Design mem_stage, sky130hd; sources not shown.
placement_by_type.png
Bar = 50 microns.
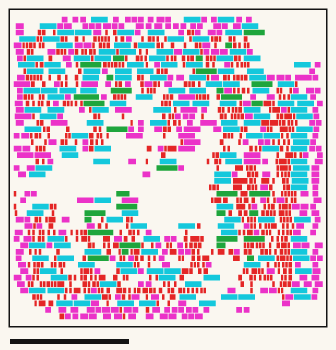
legend:
  flops:
    colour: cyan
    cells: 155
  clock drivers and dummy loads:
    colour: green
    cells: 32
  combinational and other logic:
    colour: red
    cells: 659
  other buffers and delay cells:
    colour: magenta
    cells: 286
design area: 0.00964 sq mm
Core Util, Final: 57.7%
Core Box Area: 0.0167 sq mm
Core Rows: 47

metal_density.png
Bar = 50 microns. 27 x 27 tiles, from dark purple (low) to yellow (high), scaled to the fullest tile. Values are wire area over tile area, all layers added.
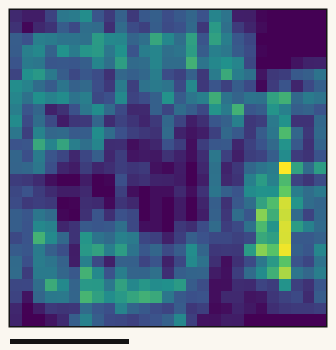
nearly empty tiles: 7.8%
fullest tile: 0.69
mean over tiles: 0.19
emptiest ninth of the die: centre
overall fraction of global-route tracks in use: 22.9%
wire length reported by the detailed router: 20300 microns

io_fan.png
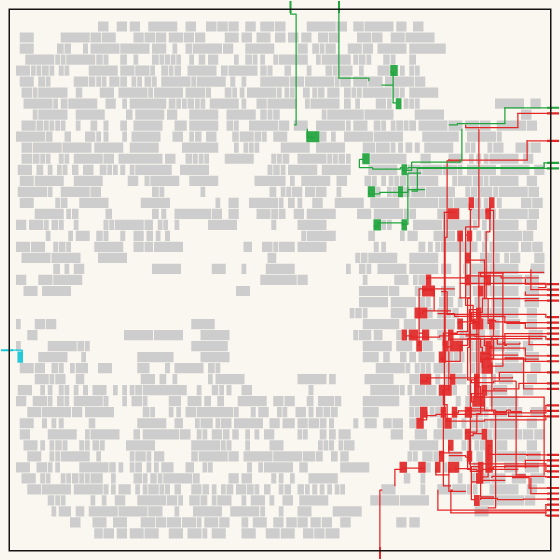
legend:
  bus_err_o:
    colour: cyan
    bits: 1
    direction: output
    edge: left
    end_cells: 1
    buffers: 0
    wire: 3.70 microns
  Rd_i:
    colour: green
    bits: 5
    direction: input
    edge: 3 right, 2 top
    end_cells: 10
    buffers: 5
    wire: 257 microns
  dmem_rdata:
    colour: red
    bits: 32
    direction: input
    edge: 31 right, 1 bottom
    end_cells: 67
    buffers: 32
    wire: 1630 microns
quantity of I/O buffers inserted on ports: 256
Boundary Pins: 324

==> impl_metrics.toml <==
# implementation run metrics
[yosys]
yosysWarningCount = 0
postSynthSeqShare_pct = 45.0
synthesis.instances = 932
synthTopCellsByCount = "sky130_fd_sc_hd__nand2_1, sky130_fd_sc_hd__dfxtp_1, sky130_fd_sc_hd__nor2_1"
synth.avg_cell_area_sq_um = 7.40
postSynth.topFlopCell = "sky130_fd_sc_hd__dfxtp_1"
ys_seq_elements = 155
synthTopCellsByArea = "sky130_fd_sc_hd__dfxtp_1, sky130_fd_sc_hd__nand2_1, sky130_fd_sc_hd__buf_4"
netlist.top_cell.by_area = "sky130_fd_sc_hd__dfxtp_1"
most_frequent_cell_after_synthesis = "sky130_fd_sc_hd__nand2_1"
synth.lib_cells_used.distinct = 28
yosys_cells = 932
enable_flop_cells = 0
syn-cell-area_sq_mm = 0.00689
postSynth.asyncResetShare_pct = 0
yosys.area.top_type_share_pct = 45.0
yosys_area_sq_mm = 0.00689

[run_status]
outcome = "complete, no violations"

[timing]
fmax_mhz = 617
rsz0062_at_grt = "false"
finalCritPeriodShare_pct = 90.1
setup_tns_ns = 0
finalWorstSetupSlack_ns = 0.179
timing_max_transition_violations_final = 0
timing.final.crit_period_ns = 1.62
finalHoldViolations = 0
timing.clock.skew_ns = 0.00845
hold-worst-slack_ns = 0.351
finalSetupViolations = 0

[drt]
wire_per_inst_microns = 15.0
detailroute.wirelength.met3_microns = 1680
wl_met1_microns = 7800
route.met2.wl_microns = 10100
num_vias = 6572
maxUsedRoutingLayer = "met4"
post_drt_via_cell_ratio = 4.86
drt-initial-drc-count = 377
remaining_drc_errors = 0
count_of_nets_left_with_antenna_violations_after_detail_routing = 0
dr.pass1.iters = 5

[pwr]
power.internal_w = 0.00643
switchingPower_w = 0.00319
maxPowerGroup = "clock"
leakage_nw = 4.37
comb-power_w = 0.00220
seq_cell_power_w = 0.00368
combinationalPowerShare_pct = 22.8
vdd_ir_drop_max_mv = 0.650
seqPwrFrac_pct = 38.2
total_power_w = 0.00962
clockPowerShare_pct = 38.9
clk-power_w = 0.00374
p_per_area_mw_per_mm2 = 999
power_switching_share_pct = 33.2

[floorplanning]
chip_area_sq_mm = 0.0178
fp.dieH_microns = 133
die_width_microns = 133
fp_util_pct = 41.3
taps = 220

[global_routing]
number_of_global_route_vias_before_repair = 6138
grt_start_max_net_pins = 74
globalRouteOverflowTotal = 0
global_route_wire_length_before_repair_microns = 31700
grt_antenna_before_repair = 2

[final_layout]
area.share.combinational_pct = 28.6
fillerInstances = 1536
area_share_nonclk_buffers_pct = 27.8
num-clock-buffers = 19
clock_cell_area_share_pct = 6.48
insertedDiodeCount = 1
multi_input_comb_area_sq_mm = 0.00276
final.signal_buffer_count = 286
seq_area_share_pct = 32.2
layout.area.top_class = "flip-flops and latches"
layout.sequential_cells = 155
non_clock_inverter_count = 51
drive_above_1_share_pct = 22.4
final_nets = 1265
num-multi-input-gates = 608
final_cells = 1353
area.sequential_sq_mm = 0.00310
area_delta_synth_final_pct = 39.8

[clocking]
htree_levels = 4
cts_inserted_buffers = 17
clock_sinks = 155
tritoncts_clock_tree = "yes"
ctsResizeCount = 0
cts.hold.buffers_added = 0
clk-insertion-delay-late_ns = 0.43
cts.root.buffer_cell = "sky130_fd_sc_hd__clkbuf_16"
buffers_from_clock_root_to_sink_at_most = 2
clk_pin_slew_worst_paths_ns = 0.06
post-cts-setup-buffer-count = 0

[worst_setup_path]
critical_path.max_stage_delay_ns = 0.35
arrival_time_at_the_worst_endpoint_ns = 1.35
crit_type = "flop to output port"
critical_path.endpoint_type = "output port"
critical_path.top_delay_family = "buffers and inverters"
critical-path-slowest-cell = "sky130_fd_sc_hd__dfxtp_2"
worst-path-stages = 5
critical_path_start_type = "flop"
r2r_setup_slack_ns = 0.41
worst-path-max-fanout = 4
timing.critical_path.buf_inv = 3
timing.critical_path.required_ns = 1.53
reg2regPathDepth = 6
timing.critical_path.cells = "inv_2 -> nand2_1 -> buf_4 -> nor2_2 -> buf_12"

[placed_design]
gpl.final_weighted_congestion = 0.861
dp.final_hpwl_microns = 14700
placed_cells_incl_taps = 1320
placed_cell_area_sq_mm = 0.00901
pre_cts_worst_setup_slack_ns = -0.0231

[min_path]
hold_path_class = "input port to flop"
count_of_cells_along_the_worst_hold_path = 5

[flow_run]
max_cap_violations = 0
tool_warnings = 26
placed cells by master, fill, tap and decap left out, drive strengths merged, types with 3 or more instances in the layout:
cell type	synthesis	layout
a21oi	94	94
buf	106	174
clkbuf	14	19
clkdlybuf4s50	0	112
clkinv	0	3
conb	1	3
dfxtp	155	155
inv	51	59
nand2	293	293
nand3	27	27
nor2	106	106
o211ai	15	15
o21ai	68	68
metal layers:
| metal | vias to the layer above | global-route usage, % |
|---|---|---|
| met1 | 2958 | 26.7 |
| met2 | 314 | 38.6 |
| li1 | 3256 | - |
| met3 | 44 | 5.71 |
| met4 | 0 | 12.1 |
| met5 | - | 0 |
kinds of logic after synthesis:
family                 Yosys count  synth area share (%)
buffers and inverters          171                  15.2
and+or+nand+nor                428                  25.6
other                            1                0.0544
AOI/OAI and AO/OA              177                  14.0
DFF                            155                  45.0
